===== config.mk =====
export PLATFORM = sky130hd
export DESIGN_NAME = dvi_rx_tmds_aligner_flat
export DESIGN_NICKNAME = d
export VERILOG_FILES = /design/src/rtl/dvi_rx_tmds_aligner_if.sv /design/src/rtl/dvi_rx_tmds_aligner.sv /design/src/flat_wrapper.sv
export SDC_FILE = /design/constraint.sdc
export NUM_CORES = 1
export LEC_CHECK = 0
export ABC_CLOCK_PERIOD_IN_PS = 2830
export CAP_MARGIN = 10
export CORE_ASPECT_RATIO = 1.1
export CORE_MARGIN = 4
export CORE_UTILIZATION = 51
export DETAILED_ROUTE_END_ITERATION = 12
export HOLD_SLACK_MARGIN = 0.02
export PLACE_DENSITY_LB_ADDON = 0.3
export SLEW_MARGIN = 20
export SYNTH_ARGS = -nofsm -noshare
export SYNTH_HDL_FRONTEND = slang
export SYNTH_SLANG_ARGS = --single-unit

===== constraint.sdc =====
create_clock -name pixel_clock -period 2.83 [get_ports pixel_clock]
set_input_delay 0.4245 -clock pixel_clock [delete_from_list [all_inputs] [get_ports pixel_clock]]
set_output_delay 0.4245 -clock pixel_clock [all_outputs]
set_load 0.02 [all_outputs]

===== src/rtl/dvi_rx_tmds_aligner_if.sv =====
// Lane bundle between deserializer, aligner and TMDS decoder.
// relock_count is present only when DVI_RX_ALIGN_STATS_EN is defined.
interface dvi_rx_tmds_aligner_if;
  logic [9:0] raw_data;
  logic [9:0] symbol;
  logic       symbol_ctrl;
  logic       locked;
  logic [3:0] bit_offset;
`ifdef DVI_RX_ALIGN_STATS_EN
  logic [7:0] relock_count;

  modport master (
    output raw_data,
    input  symbol,
    input  symbol_ctrl,
    input  locked,
    input  bit_offset,
    input  relock_count
  );

  modport slave (
    input  raw_data,
    output symbol,
    output symbol_ctrl,
    output locked,
    output bit_offset,
    output relock_count
  );
`else
  modport master (
    output raw_data,
    input  symbol,
    input  symbol_ctrl,
    input  locked,
    input  bit_offset
  );

  modport slave (
    input  raw_data,
    output symbol,
    output symbol_ctrl,
    output locked,
    output bit_offset
  );
`endif
endinterface


===== src/rtl/dvi_rx_tmds_aligner.sv =====
// TMDS lane word aligner: sweeps ten bit offsets for control-token runs, then frames symbols.
// Optional relock statistics counter enabled by DVI_RX_ALIGN_STATS_EN.
module dvi_rx_tmds_aligner #(
  parameter int unsigned CTRL_RUN       = 8,
  parameter int unsigned SEARCH_TIMEOUT = 2048,
  parameter int unsigned LOSS_TIMEOUT   = 8192
) (
  input logic                  pixel_clock,
  input logic                  reset,
  dvi_rx_tmds_aligner_if.slave lane
);

  localparam int unsigned IdleMax = (LOSS_TIMEOUT > SEARCH_TIMEOUT) ? LOSS_TIMEOUT : SEARCH_TIMEOUT;
  localparam int unsigned RunW    = $clog2(CTRL_RUN + 1);
  localparam int unsigned IdleW   = $clog2(IdleMax + 1);

  localparam logic [RunW-1:0]  RunLock    = RunW'(CTRL_RUN - 1);
  localparam logic [RunW-1:0]  RunSat     = RunW'(CTRL_RUN);
  localparam logic [IdleW-1:0] SearchLast = IdleW'(SEARCH_TIMEOUT - 1);
  localparam logic [IdleW-1:0] LossLast   = IdleW'(LOSS_TIMEOUT - 1);
  localparam logic [IdleW-1:0] IdleSat    = IdleW'(IdleMax);

  localparam logic [9:0] TokA = 10'b1101010100;
  localparam logic [9:0] TokB = 10'b0010101011;
  localparam logic [9:0] TokC = 10'b0101010100;
  localparam logic [9:0] TokD = 10'b1010101011;

  typedef enum logic [0:0] {StSearch, StLocked} state_e;

  state_e           state_q;
  logic [9:0]       q1_q, q2_q;
  logic [9:0]       symbol_q;
  logic             symbol_ctrl_q;
  logic             locked_q;
  logic [3:0]       bit_offset_q;
  logic [RunW-1:0]  run_q;
  logic [IdleW-1:0] idle_q;

  logic [9:0] cand;
  logic       tok;
  logic [3:0] offset_next;
  logic       lose;

  always_comb begin
    // Older word sits in the low half, so offset 0 passes q2 straight through.
    cand        = 10'(({q1_q, q2_q}) >> bit_offset_q);
    tok         = (cand == TokA) || (cand == TokB) || (cand == TokC) || (cand == TokD);
    offset_next = (bit_offset_q == 4'd9) ? 4'd0 : bit_offset_q + 4'd1;
    lose        = (state_q == StLocked) && !tok && (idle_q == LossLast);
  end

  always_ff @(posedge pixel_clock or posedge reset) begin
    if (reset) begin
      state_q       <= StSearch;
      q1_q          <= '0;
      q2_q          <= '0;
      symbol_q      <= '0;
      symbol_ctrl_q <= 1'b0;
      locked_q      <= 1'b0;
      bit_offset_q  <= '0;
      run_q         <= '0;
      idle_q        <= '0;
    end else begin
      q1_q          <= lane.raw_data;
      q2_q          <= q1_q;
      symbol_q      <= cand;
      symbol_ctrl_q <= tok;

      if (tok) begin
        idle_q <= '0;
        if (run_q != RunSat) run_q <= run_q + RunW'(1);
      end else begin
        run_q <= '0;
        if (idle_q != IdleSat) idle_q <= idle_q + IdleW'(1);
      end

      unique case (state_q)
        StSearch: begin
          if (tok && (run_q == RunLock)) begin
            state_q  <= StLocked;
            locked_q <= 1'b1;
          end else if (!tok && (idle_q == SearchLast)) begin
            bit_offset_q <= offset_next;
            idle_q       <= '0;
          end
        end
        StLocked: begin
          // Data symbols only age idle_q; only a long token drought drops lock.
          if (lose) begin
            state_q      <= StSearch;
            locked_q     <= 1'b0;
            idle_q       <= '0;
            bit_offset_q <= offset_next;
          end
        end
      endcase
    end
  end

  assign lane.symbol      = symbol_q;
  assign lane.symbol_ctrl = symbol_ctrl_q;
  assign lane.locked      = locked_q;
  assign lane.bit_offset  = bit_offset_q;

`ifdef DVI_RX_ALIGN_STATS_EN
  logic [7:0] relock_q;

  always_ff @(posedge pixel_clock or posedge reset) begin
    if (reset) begin
      relock_q <= '0;
    end else if (lose && (relock_q != 8'hff)) begin
      relock_q <= relock_q + 8'd1;
    end
  end

  assign lane.relock_count = relock_q;
`endif

endmodule


===== src/flat_wrapper.sv =====
// flat-port wrapper written by rule: the top's interface ports become plain ports
module dvi_rx_tmds_aligner_flat 
#(
  parameter int unsigned CTRL_RUN       = 8,
  parameter int unsigned SEARCH_TIMEOUT = 2048,
  parameter int unsigned LOSS_TIMEOUT   = 8192
)
  (pixel_clock, reset, lane_raw_data, lane_symbol, lane_symbol_ctrl, lane_locked, lane_bit_offset);
  dvi_rx_tmds_aligner_if lane_i ();
  input logic pixel_clock;
  input logic reset;
  input wire logic [$bits(lane_i.raw_data)-1:0] lane_raw_data;
  output wire logic [$bits(lane_i.symbol)-1:0] lane_symbol;
  output wire logic [$bits(lane_i.symbol_ctrl)-1:0] lane_symbol_ctrl;
  output wire logic [$bits(lane_i.locked)-1:0] lane_locked;
  output wire logic [$bits(lane_i.bit_offset)-1:0] lane_bit_offset;
  assign lane_i.raw_data = lane_raw_data;
  assign lane_symbol = lane_i.symbol;
  assign lane_symbol_ctrl = lane_i.symbol_ctrl;
  assign lane_locked = lane_i.locked;
  assign lane_bit_offset = lane_i.bit_offset;
  dvi_rx_tmds_aligner #(.CTRL_RUN(CTRL_RUN), .SEARCH_TIMEOUT(SEARCH_TIMEOUT), .LOSS_TIMEOUT(LOSS_TIMEOUT)) u_core (.pixel_clock(pixel_clock), .reset(reset), .lane(lane_i));
endmodule

Figure 1. Where the registers sit.
Scale bar: 20 µm. Other sequential cells in the stronger grey, the rest of the logic in the fainter grey.
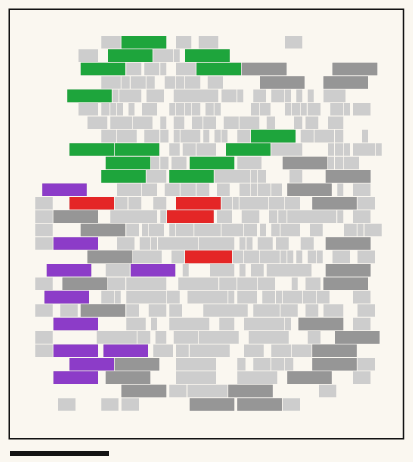
u_core.lane.bit_offset -> red  # flops 4, where centre
u_core.idle_q -> green  # flops 14
u_core.q1_q -> purple  # flops 10
not coloured = 27
Reg area: 1379 µm²
total sequential power: 931 µW
Final Util: 68.76%
Seq area share: 36.93%

Figure 2. Logic cells by family.
Scale bar: 20 µm.
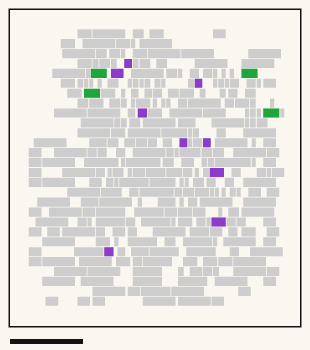
and/or cells -> purple  # cells 9
fa/ha/maj cells -> green  # cells 4, most used ha_1
Layout Cells excl Fill: 378
Comb/total area: 41.76%
most frequent logic cell in the layout: dfrtp_1

==> qor.csv <==
stage,metric,value,unit
run_status,status,finished with violations,
run_status,failing checks,negative setup slack,
logic_synthesis,Synth Flop Type,dfrtp_1,
logic_synthesis,Synth cell types,52,
critical_path,crit path DRT,3040,ps
final_layout,nets,318,
final_layout,Area Growth Syn to Fin,29.80,%
logic_synthesis,Cell area leaders,"dfrtp_1, mux4_2, mux4_1",
clock_network,TritonCTS clock tree,done,
pwr,Worst VDD drop,0.0004245,V
die,Pre-Place Util,52.97,%
drt,routed wl met3,303,µm
die,Die H,86.77,µm
sta,Final Setup Violations,1,
global_route,vias in the first global route,2147,
critical_path,CP Launch Type,register,
critical_path,R2R Path Start,u_core.lane.bit_offset[1],
placement,cell total after placement,362,
sta,post-route setup slack,-1.273,ps
logic_synthesis,Main logic family,multiplexers,
critical_path,worst flop-to-flop path endpoint,u_core.lane.bit_offset[3],
sta,Tmin final,2831,ps
final_layout,layout cells sized above 1,30.36,%
critical_path,crit-path cells,clkbuf_16 > mux4_2 > mux4_2 > nor2_4 > nand2_1 > or3b_4 > a41o_1 > a22o_1,
critical_path,WP depth,8,
critical_path,Critical Path Max Stage Delay,530,ps
==> area by class of cell <==
class                      count  area (µm²)
clock inverter                 3       25.02
sequential                    55        1379
fill                         393        1697
inverter                      11       41.29
tap                           75       93.84
timing repair buffer          58       566.8
multi-input combinational    171        1559
clock buffer                   5       68.82
==> placed cells by master, fill, tap and decap left out, types with 7 or more instances in the layout <==
cell type and count:
nor2_1 20, buf_4 26, xnor2_1 7, dfrtp_1 53, mux4_2 15, mux2i_1 7, inv_1 8, nand3_1 11
nor2_4 14, xor2_1 8, mux2_2 7, clkdlybuf4s50_1 27, nand2_1 20
==> worst reg2reg max path: cells and delay by family, from the launching register on <==
kind | cells | cell delay [ps]
and+or+nand+nor | 3 | 660
buffers and inverters | 1 | 160
DFF | 1 | 440
AOI/OAI and AO/OA | 2 | 410
muxes | 2 | 1060
==> report_power, final <==
part           internal [mW]  leakage (nW)  switching [mW]
clock network          0.177        0.0443           0.260
registers              0.857         0.679          0.0745
logic                  0.195         0.794           0.172
total                   1.23          1.52           0.507
==> state kept, by name, indices dropped and copies added (netlist names) <==
| register | cells |
|---|---|
| u_core.idle_q | 14 |
| u_core.lane.symbol | 10 |
| u_core.q1_q | 10 |
| u_core.q2_q | 10 |
| u_core.lane.bit_offset | 4 |
| u_core.run_q | 4 |
| u_core.lane.locked | 1 |
| u_core.lane.symbol_ctrl | 1 |
| u_core.state_q | 1 |
==> repair_timing <==
action | CTS | global route
cloned | 0 | 2
setup buffers | 2 | 4
pin swaps | 1 | 19
gates resized | 1 | 44
endpoints found under the setup margin | 16 | 17
hold endpoints to repair | 0 | 0
hold buffers | 0 | 0
Power is estimated from default activity; no workload was simulated.
